==> config.mk <==
export PLATFORM = sky130hd
export DESIGN_NAME = satd_residual_stage_flat
export DESIGN_NICKNAME = d
export VERILOG_FILES = /design/src/rtl/satd_pkg.sv /design/src/rtl/satd_residual_stage_if.sv /design/src/rtl/satd_abs_sum.sv /design/src/rtl/satd_residual_stage.sv /design/src/flat_wrapper.sv
export SDC_FILE = /design/constraint.sdc
export NUM_CORES = 1
export LEC_CHECK = 0
export CAP_MARGIN = 15
export CORE_ASPECT_RATIO = 1.5
export CORE_MARGIN = 2
export CORE_UTILIZATION = 25
export CTS_CLUSTER_DIAMETER = 40
export DETAILED_ROUTE_END_ITERATION = 12
export SLEW_MARGIN = 15
export SYNTH_ARGS = -nofsm -noshare
export SYNTH_HDL_FRONTEND = slang
export SYNTH_SLANG_ARGS = --single-unit
==> constraint.sdc <==
create_clock -name clk -period 14.1 [get_ports clk]
set_input_delay 2.115 -clock clk [delete_from_list [all_inputs] [get_ports clk]]
set_output_delay 2.115 -clock clk [all_outputs]
set_load 0.01 [all_outputs]
==> src/rtl/satd_pkg.sv <==
// Shared SATD datapath defaults and width helpers.
package satd_pkg;

    localparam int unsigned N_DEF        = 8;
    localparam int unsigned ROWS_DEF     = 8;
    localparam int unsigned BITDEPTH_DEF = 8;

    // Block SAD width: enough for N*ROWS samples at full-scale magnitude.
    function automatic int unsigned sad_width(input int unsigned bitdepth,
                                               input int unsigned n,
                                               input int unsigned rows);
        return bitdepth + $clog2(n * rows);
    endfunction

    localparam int unsigned PIX_W    = BITDEPTH_DEF;
    localparam int unsigned DIFF_W   = BITDEPTH_DEF + 1;
    localparam int unsigned SADW_DEF = sad_width(BITDEPTH_DEF, N_DEF, ROWS_DEF);

endpackage

==> src/rtl/satd_residual_stage_if.sv <==
// Pixel-row input stream and residual-row output stream of the residual stage.
interface satd_residual_stage_if
    import satd_pkg::*;
#(
    parameter int unsigned N        = N_DEF,
    parameter int unsigned ROWS     = ROWS_DEF,
    parameter int unsigned BITDEPTH = BITDEPTH_DEF
);
    localparam int unsigned SADW = sad_width(BITDEPTH, N, ROWS);

    logic                          in_valid;
    logic                          in_ready;
    logic [N*BITDEPTH-1:0]         org_row;
    logic [N*BITDEPTH-1:0]         cur_row;
    logic                          out_valid;
    logic                          out_ready;
    logic [N*(BITDEPTH+1)-1:0]     diff_row;
    logic [$clog2(ROWS)-1:0]       out_row_idx;
    logic                          out_last;
    logic [SADW-1:0]               blk_sad;

    modport master (
        output in_valid, org_row, cur_row, out_ready,
        input  in_ready, out_valid, diff_row, out_row_idx, out_last, blk_sad
    );

    modport slave (
        input  in_valid, org_row, cur_row, out_ready,
        output in_ready, out_valid, diff_row, out_row_idx, out_last, blk_sad
    );

endinterface

==> src/rtl/satd_abs_sum.sv <==
// Combinational sum of absolute values of N signed differences via a binary adder tree.
module satd_abs_sum
    import satd_pkg::*;
#(
    parameter int unsigned N        = N_DEF,
    parameter int unsigned BITDEPTH = BITDEPTH_DEF,
    parameter int unsigned SADW     = SADW_DEF
) (
    input  logic [N*(BITDEPTH+1)-1:0] diff_row,
    output logic [SADW-1:0]           abs_sum
);
    localparam int unsigned DW     = BITDEPTH + 1;
    localparam int unsigned LEAVES = 1 << $clog2(N);

    // Heap-ordered tree: node[1] is the root, leaves sit at LEAVES..2*LEAVES-1.
    logic [SADW-1:0] node [1:2*LEAVES-1];

    for (genvar i = 0; i < LEAVES; i++) begin : g_leaf
        if (i < N) begin : g_used
            logic [DW-1:0] d;
            logic [DW-1:0] mag;
            assign d   = diff_row[i*DW +: DW];
            assign mag = d[DW-1] ? (~d + 1'b1) : d;
            assign node[LEAVES+i] = {{(SADW-DW){1'b0}}, mag};
        end else begin : g_pad
            assign node[LEAVES+i] = '0;
        end
    end

    for (genvar j = 1; j < LEAVES; j++) begin : g_node
        assign node[j] = node[2*j] + node[2*j+1];
    end

    assign abs_sum = node[1];

endmodule

==> src/rtl/satd_residual_stage.sv <==
// Registered residual stage: per-row org-cur differences, row index and running block SAD.
module satd_residual_stage
    import satd_pkg::*;
#(
    parameter int unsigned N        = N_DEF,
    parameter int unsigned ROWS     = ROWS_DEF,
    parameter int unsigned BITDEPTH = BITDEPTH_DEF
) (
    input  logic                clk,
    input  logic                rst,
    satd_residual_stage_if.slave s
);
    localparam int unsigned DW   = BITDEPTH + 1;
    localparam int unsigned SADW = sad_width(BITDEPTH, N, ROWS);
    localparam int unsigned IW   = $clog2(ROWS);

    logic              accept;
    logic              emit;
    logic              in_ready;
    logic [N*DW-1:0]   diff_now;
    logic [SADW-1:0]   row_abs;

    logic              out_valid_q,   out_valid_d;
    logic [N*DW-1:0]   diff_row_q,    diff_row_d;
    logic [IW-1:0]     out_row_idx_q, out_row_idx_d;
    logic              out_last_q,    out_last_d;
    logic [SADW-1:0]   blk_sad_q,     blk_sad_d;
    logic [IW-1:0]     row_cnt_q,     row_cnt_d;

    for (genvar i = 0; i < N; i++) begin : g_diff
        assign diff_now[i*DW +: DW] = {1'b0, s.org_row[i*BITDEPTH +: BITDEPTH]}
                                    - {1'b0, s.cur_row[i*BITDEPTH +: BITDEPTH]};
    end

    satd_abs_sum #(
        .N        (N),
        .BITDEPTH (BITDEPTH),
        .SADW     (SADW)
    ) u_abs_sum (
        .diff_row (diff_now),
        .abs_sum  (row_abs)
    );

    assign in_ready = !out_valid_q || s.out_ready;
    assign accept   = s.in_valid && in_ready;
    assign emit     = out_valid_q && s.out_ready;

    always_comb begin
        out_valid_d   = out_valid_q;
        diff_row_d    = diff_row_q;
        out_row_idx_d = out_row_idx_q;
        out_last_d    = out_last_q;
        blk_sad_d     = blk_sad_q;
        row_cnt_d     = row_cnt_q;
        if (accept) begin
            // Accept wins over emit: a concurrent emit simply hands the slot to the new beat.
            out_valid_d   = 1'b1;
            diff_row_d    = diff_now;
            out_row_idx_d = row_cnt_q;
            out_last_d    = (row_cnt_q == IW'(ROWS - 1));
            blk_sad_d     = (row_cnt_q == '0) ? row_abs : blk_sad_q + row_abs;
            row_cnt_d     = row_cnt_q + 1'b1;
        end else if (emit) begin
            out_valid_d   = 1'b0;
        end
    end

    always_ff @(posedge clk) begin
        if (rst) begin
            out_valid_q   <= 1'b0;
            diff_row_q    <= '0;
            out_row_idx_q <= '0;
            out_last_q    <= 1'b0;
            blk_sad_q     <= '0;
            row_cnt_q     <= '0;
        end else begin
            out_valid_q   <= out_valid_d;
            diff_row_q    <= diff_row_d;
            out_row_idx_q <= out_row_idx_d;
            out_last_q    <= out_last_d;
            blk_sad_q     <= blk_sad_d;
            row_cnt_q     <= row_cnt_d;
        end
    end

    assign s.in_ready    = in_ready;
    assign s.out_valid   = out_valid_q;
    assign s.diff_row    = diff_row_q;
    assign s.out_row_idx = out_row_idx_q;
    assign s.out_last    = out_last_q;
    assign s.blk_sad     = blk_sad_q;

endmodule
==> src/flat_wrapper.sv <==
// flat-port wrapper written by rule: the top's interface ports become plain ports
module satd_residual_stage_flat import satd_pkg::*;
#(
    parameter int unsigned N        = N_DEF,
    parameter int unsigned ROWS     = ROWS_DEF,
    parameter int unsigned BITDEPTH = BITDEPTH_DEF
)
  (clk, rst, s_in_valid, s_org_row, s_cur_row, s_out_ready, s_in_ready, s_out_valid, s_diff_row, s_out_row_idx, s_out_last, s_blk_sad);
  satd_residual_stage_if #(.N(N), .ROWS(ROWS), .BITDEPTH(BITDEPTH)) s_i ();
  input  logic clk;
  input  logic rst;
  input wire logic [$bits(s_i.in_valid)-1:0] s_in_valid;
  input wire logic [$bits(s_i.org_row)-1:0] s_org_row;
  input wire logic [$bits(s_i.cur_row)-1:0] s_cur_row;
  input wire logic [$bits(s_i.out_ready)-1:0] s_out_ready;
  output wire logic [$bits(s_i.in_ready)-1:0] s_in_ready;
  output wire logic [$bits(s_i.out_valid)-1:0] s_out_valid;
  output wire logic [$bits(s_i.diff_row)-1:0] s_diff_row;
  output wire logic [$bits(s_i.out_row_idx)-1:0] s_out_row_idx;
  output wire logic [$bits(s_i.out_last)-1:0] s_out_last;
  output wire logic [$bits(s_i.blk_sad)-1:0] s_blk_sad;
  assign s_i.in_valid = s_in_valid;
  assign s_i.org_row = s_org_row;
  assign s_i.cur_row = s_cur_row;
  assign s_i.out_ready = s_out_ready;
  assign s_in_ready = s_i.in_ready;
  assign s_out_valid = s_i.out_valid;
  assign s_diff_row = s_i.diff_row;
  assign s_out_row_idx = s_i.out_row_idx;
  assign s_out_last = s_i.out_last;
  assign s_blk_sad = s_i.blk_sad;
  satd_residual_stage #(.N(N), .ROWS(ROWS), .BITDEPTH(BITDEPTH)) u_core (.clk(clk), .rst(rst), .s(s_i));
endmodule
floorplan.png
Scale bar: 50 microns. Pins as bars on the die edge.
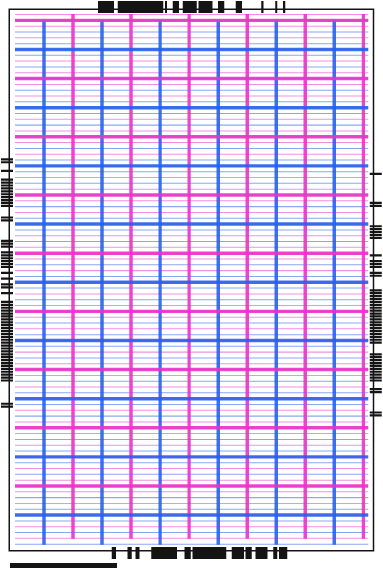
Key: blue = VSS; magenta = VDD
12 straps on met4. 18 straps on met5.

class_map.png
Scale bar: 50 microns.
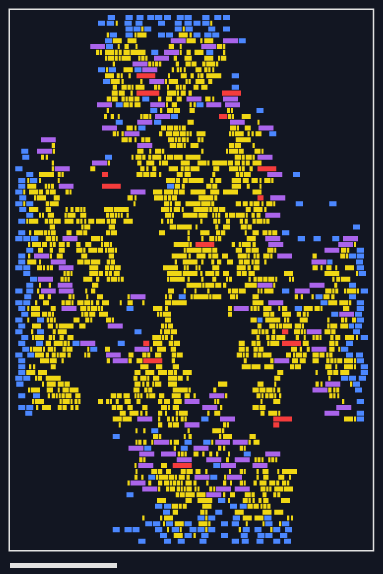
Key: blue = remaining buffers and delay cells [cells 225, share of their area 18%]; red = clock drivers and dummy loads [cells 16, share of their area 2.4%]; purple = registers [cells 94, share of their area 15%]; yellow = remaining logic cells [cells 1192, share of their area 65%]
final core utilization: 32.6%
fraction of area in registers: 14.1%
# rows: 91
final standard cell area without fillers: 13300 sq um
Std-Cell Core Area: 40900 sq um

clock_wires.png
Scale bar: 50 microns.
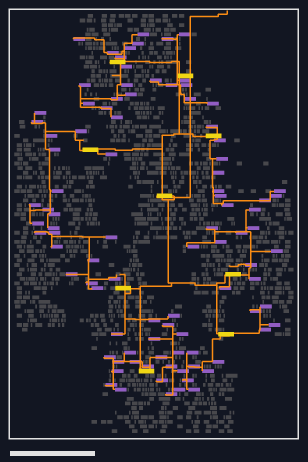
Key: purple = flip-flops [count 94]; yellow = clock-net drivers [count 9]; orange = clock wires [length 1740 microns]
There are 10 routed clock nets. Position of the flops: widely spread.
worst skew pair latency: 0.38 ns

layers.png
Only two layers are drawn.
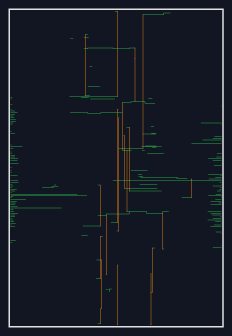
Key: green = M3 [wire length 1240 microns]; orange = M4 [wire length 960 microns]
WL/cell: 15.3 microns
total global routing track utilization: 14.5%
Total Routed Length: 31.2 mm
via count: 9776

placed.png
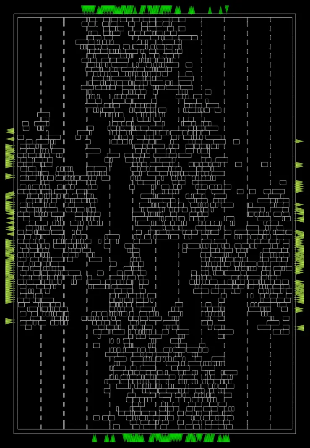
final cell count without fillers: 2038
layout filler cell count: 4284
n_taps: 511
number of sequential storage elements: 94

==> impl_metrics.env <==
# flow metrics
export IMPL_drt_iter0_drc=337
export IMPL_chip_area_sq_um=42800
export IMPL_port_buffers=223
export IMPL_timing_rr_start="u_core.s.blk_sad[0]"
export IMPL_regToRegSetupSlack_ns=11.62
export IMPL_grt_max_degree=93
export IMPL_syn_cell_area_sq_um=10300
export IMPL_most_common_library_cell_in_the_layout_ignoring_fill_and_taps="sky130_fd_sc_hd__clkdlybuf4s50_1"
export IMPL_skew_ns=0.0135
export IMPL_placed_cells=2022
export IMPL_initial_antenna_violation_count=0
export IMPL_ys_warnings_count=0
export IMPL_ff2ff_path_depth=8
export IMPL_place_worst_setup_slack_ns=4.14
export IMPL_enable_flop_cells=0
export IMPL_core_util_floorplan_pct=25.2
export IMPL_largest_cells_by_area="sky130_fd_sc_hd__dfxtp_1 18%, sky130_fd_sc_hd__ha_1 16%, sky130_fd_sc_hd__xnor2_1 7.2%"
export IMPL_dp_final_hpwl_mm=25.4
export IMPL_synthesized_chip_area_reported_by_yosys_sq_um=10300
export IMPL_min_path_type="flip-flop to flip-flop"
export IMPL_cts_hold_fix_buffers=0
export IMPL_grt_overflow_total=0
export IMPL_max_cap_violations=0
export IMPL_tightest_slew_ns=1.10
export IMPL_gp_congestion=0.869
export IMPL_route_detailed_vias_per_inst=4.80
export IMPL_overall_die_height_microns=252
export IMPL_final_max_slew_viol_count=0
export IMPL_cts_root_buf="sky130_fd_sc_hd__clkbuf_16"
export IMPL_die_width_microns=170
export IMPL_cp_slowest_stage_delay_ns=0.55
export IMPL_worstHoldStart="u_core.s.diff_row[48]"
export IMPL_synth_sequential_area_ratio_pct=18.3
export IMPL_timing_critical_path_from_type="input port"
export IMPL_synthDistinctLibCells=66
export IMPL_critical_path_top_delay_family="AND-OR/OR-AND gates"
export IMPL_crit_path_frequent_cell="sky130_fd_sc_hd__a21o_1"
export IMPL_grt_first_pass_wirelength_mm=48.8
export IMPL_post_synthesis_cell_count_from_yosys=1326
export IMPL_finish_net_count=1821
export IMPL_cts_max_level=3
export IMPL_setup_worst_path_class="input port to flip-flop"
export IMPL_synth_net_count=1625
export IMPL_cts_num_sinks=94
export IMPL_timing_final_ws_setup_ns=4.47
export IMPL_tritoncts_clock_tree="built"
export IMPL_syn2layout_area_growth_pct=29.4
export IMPL_netlist_top_cell_by_instances="sky130_fd_sc_hd__nor2_1"
export IMPL_setup_viol_count_final=0
export IMPL_dpl_instance_area_sq_um=13000
export IMPL_setup_worst_path_start="s_cur_row[48]"
export IMPL_finalHoldViolCount=0
export IMPL_synth_flops=94
export IMPL_n_antenna_cell=0
export IMPL_hold_ws_ns=0.455
export IMPL_reg2reg_to="u_core.s.blk_sad[10]"
export IMPL_final_seq_area_sq_um=1880
export IMPL_hold_end="u_core.s.diff_row[48]"
export IMPL_first_pass_iters=5
export IMPL_timing_critical_path_to="u_core.s.blk_sad[12]"
export IMPL_remaining_drc_errors=0
export IMPL_post_route_minimum_period_ns=9.63
export IMPL_mi_logic_area_sq_um=7730
export IMPL_holdPathStages=2
export IMPL_most_common_layout_cells="222 x sky130_fd_sc_hd__clkdlybuf4s50_1, 151 x sky130_fd_sc_hd__nor2_1, 134 x sky130_fd_sc_hd__inv_1, 134 x sky130_fd_sc_hd__ha_1, 132 x sky130_fd_sc_hd__nand2_1"
export IMPL_crit_path_end_kind="flip-flop"
export IMPL_rsz_0062_raised_after_global_routing="no"
export IMPL_status="completed"
export IMPL_clockBufferDepth=2
export IMPL_crit_fanout=9
export IMPL_total_clock_buffers_created_by_cts=9
export IMPL_io_pins=224
export IMPL_cp_depth=32
export IMPL_log_warning_count=27
export IMPL_syn_avg_cell_area_sq_um=7.75
export IMPL_via_count_of_the_first_global_routing_pass=9553
export IMPL_post_cts_resize_count=0
export IMPL_drive_gt1_share_pct=3.27
export IMPL_synth_cells=1326
export IMPL_fmax_ghz=0.104
export IMPL_ys_dominant_reg_cell="sky130_fd_sc_hd__dfxtp_1"
export IMPL_commonest_cells_in_the_netlist="151 x sky130_fd_sc_hd__nor2_1, 134 x sky130_fd_sc_hd__ha_1, 134 x sky130_fd_sc_hd__inv_1, 133 x sky130_fd_sc_hd__nand2_1, 106 x sky130_fd_sc_hd__a21oi_1"
export IMPL_totalNegativeSetupSlack_ns=0
export IMPL_worstPathBufferInverterCount=4
export IMPL_timing_critical_path_slowest_stage_cell="sky130_fd_sc_hd__fa_1"
export IMPL_drtAntennaViolNets=0
export IMPL_synthArstFlopShare_pct=0
export IMPL_clkSlewWorstSetupHoldPaths_ns=0.08
export IMPL_synth_largest_area_cell="sky130_fd_sc_hd__dfxtp_1"
export IMPL_largest_register_ff_count=72
export IMPL_post_cts_setup_buffers=0
export IMPL_cp_data_required_time_ns=14.39
export IMPL_worstPathArrival_ns=9.92
export IMPL_slew_limit_headroom_pct=26.9
export IMPL_synth_top_area_share_pct=18.3
export IMPL_timing_final_crit_share_pct=68.3
==> cell families after synthesis <==
logic type / count (synthesis) / synth area share (%)
AND/OR/NAND/NOR: 421 / 18.7
AND-OR/OR-AND: 326 / 21.2
buffers and inverters: 174 / 6.64
adder cells (fa/ha/maj): 167 / 22.7
XOR/XNOR: 135 / 11.5
flip-flops: 94 / 18.3
multiplexers: 9 / 0.949
==> cell type report <==
| cell class | instances | area share, % |
|---|---|---|
| multi-input combinational | 1058 | 58.1 |
| clock buffer | 9 | 1.69 |
| timing repair buffer | 225 | 16.9 |
| clock inverter | 7 | 0.639 |
| tap | 511 | 4.81 |
| sequential | 94 | 14.1 |
| inverter | 134 | 3.78 |
==> routing by layer <==
metal	wire length, microns	track usage [%]
met2	16700	27.8
met3	1240	2.44
met4	960	5.84
met1	12300	15.5
met5	0	0
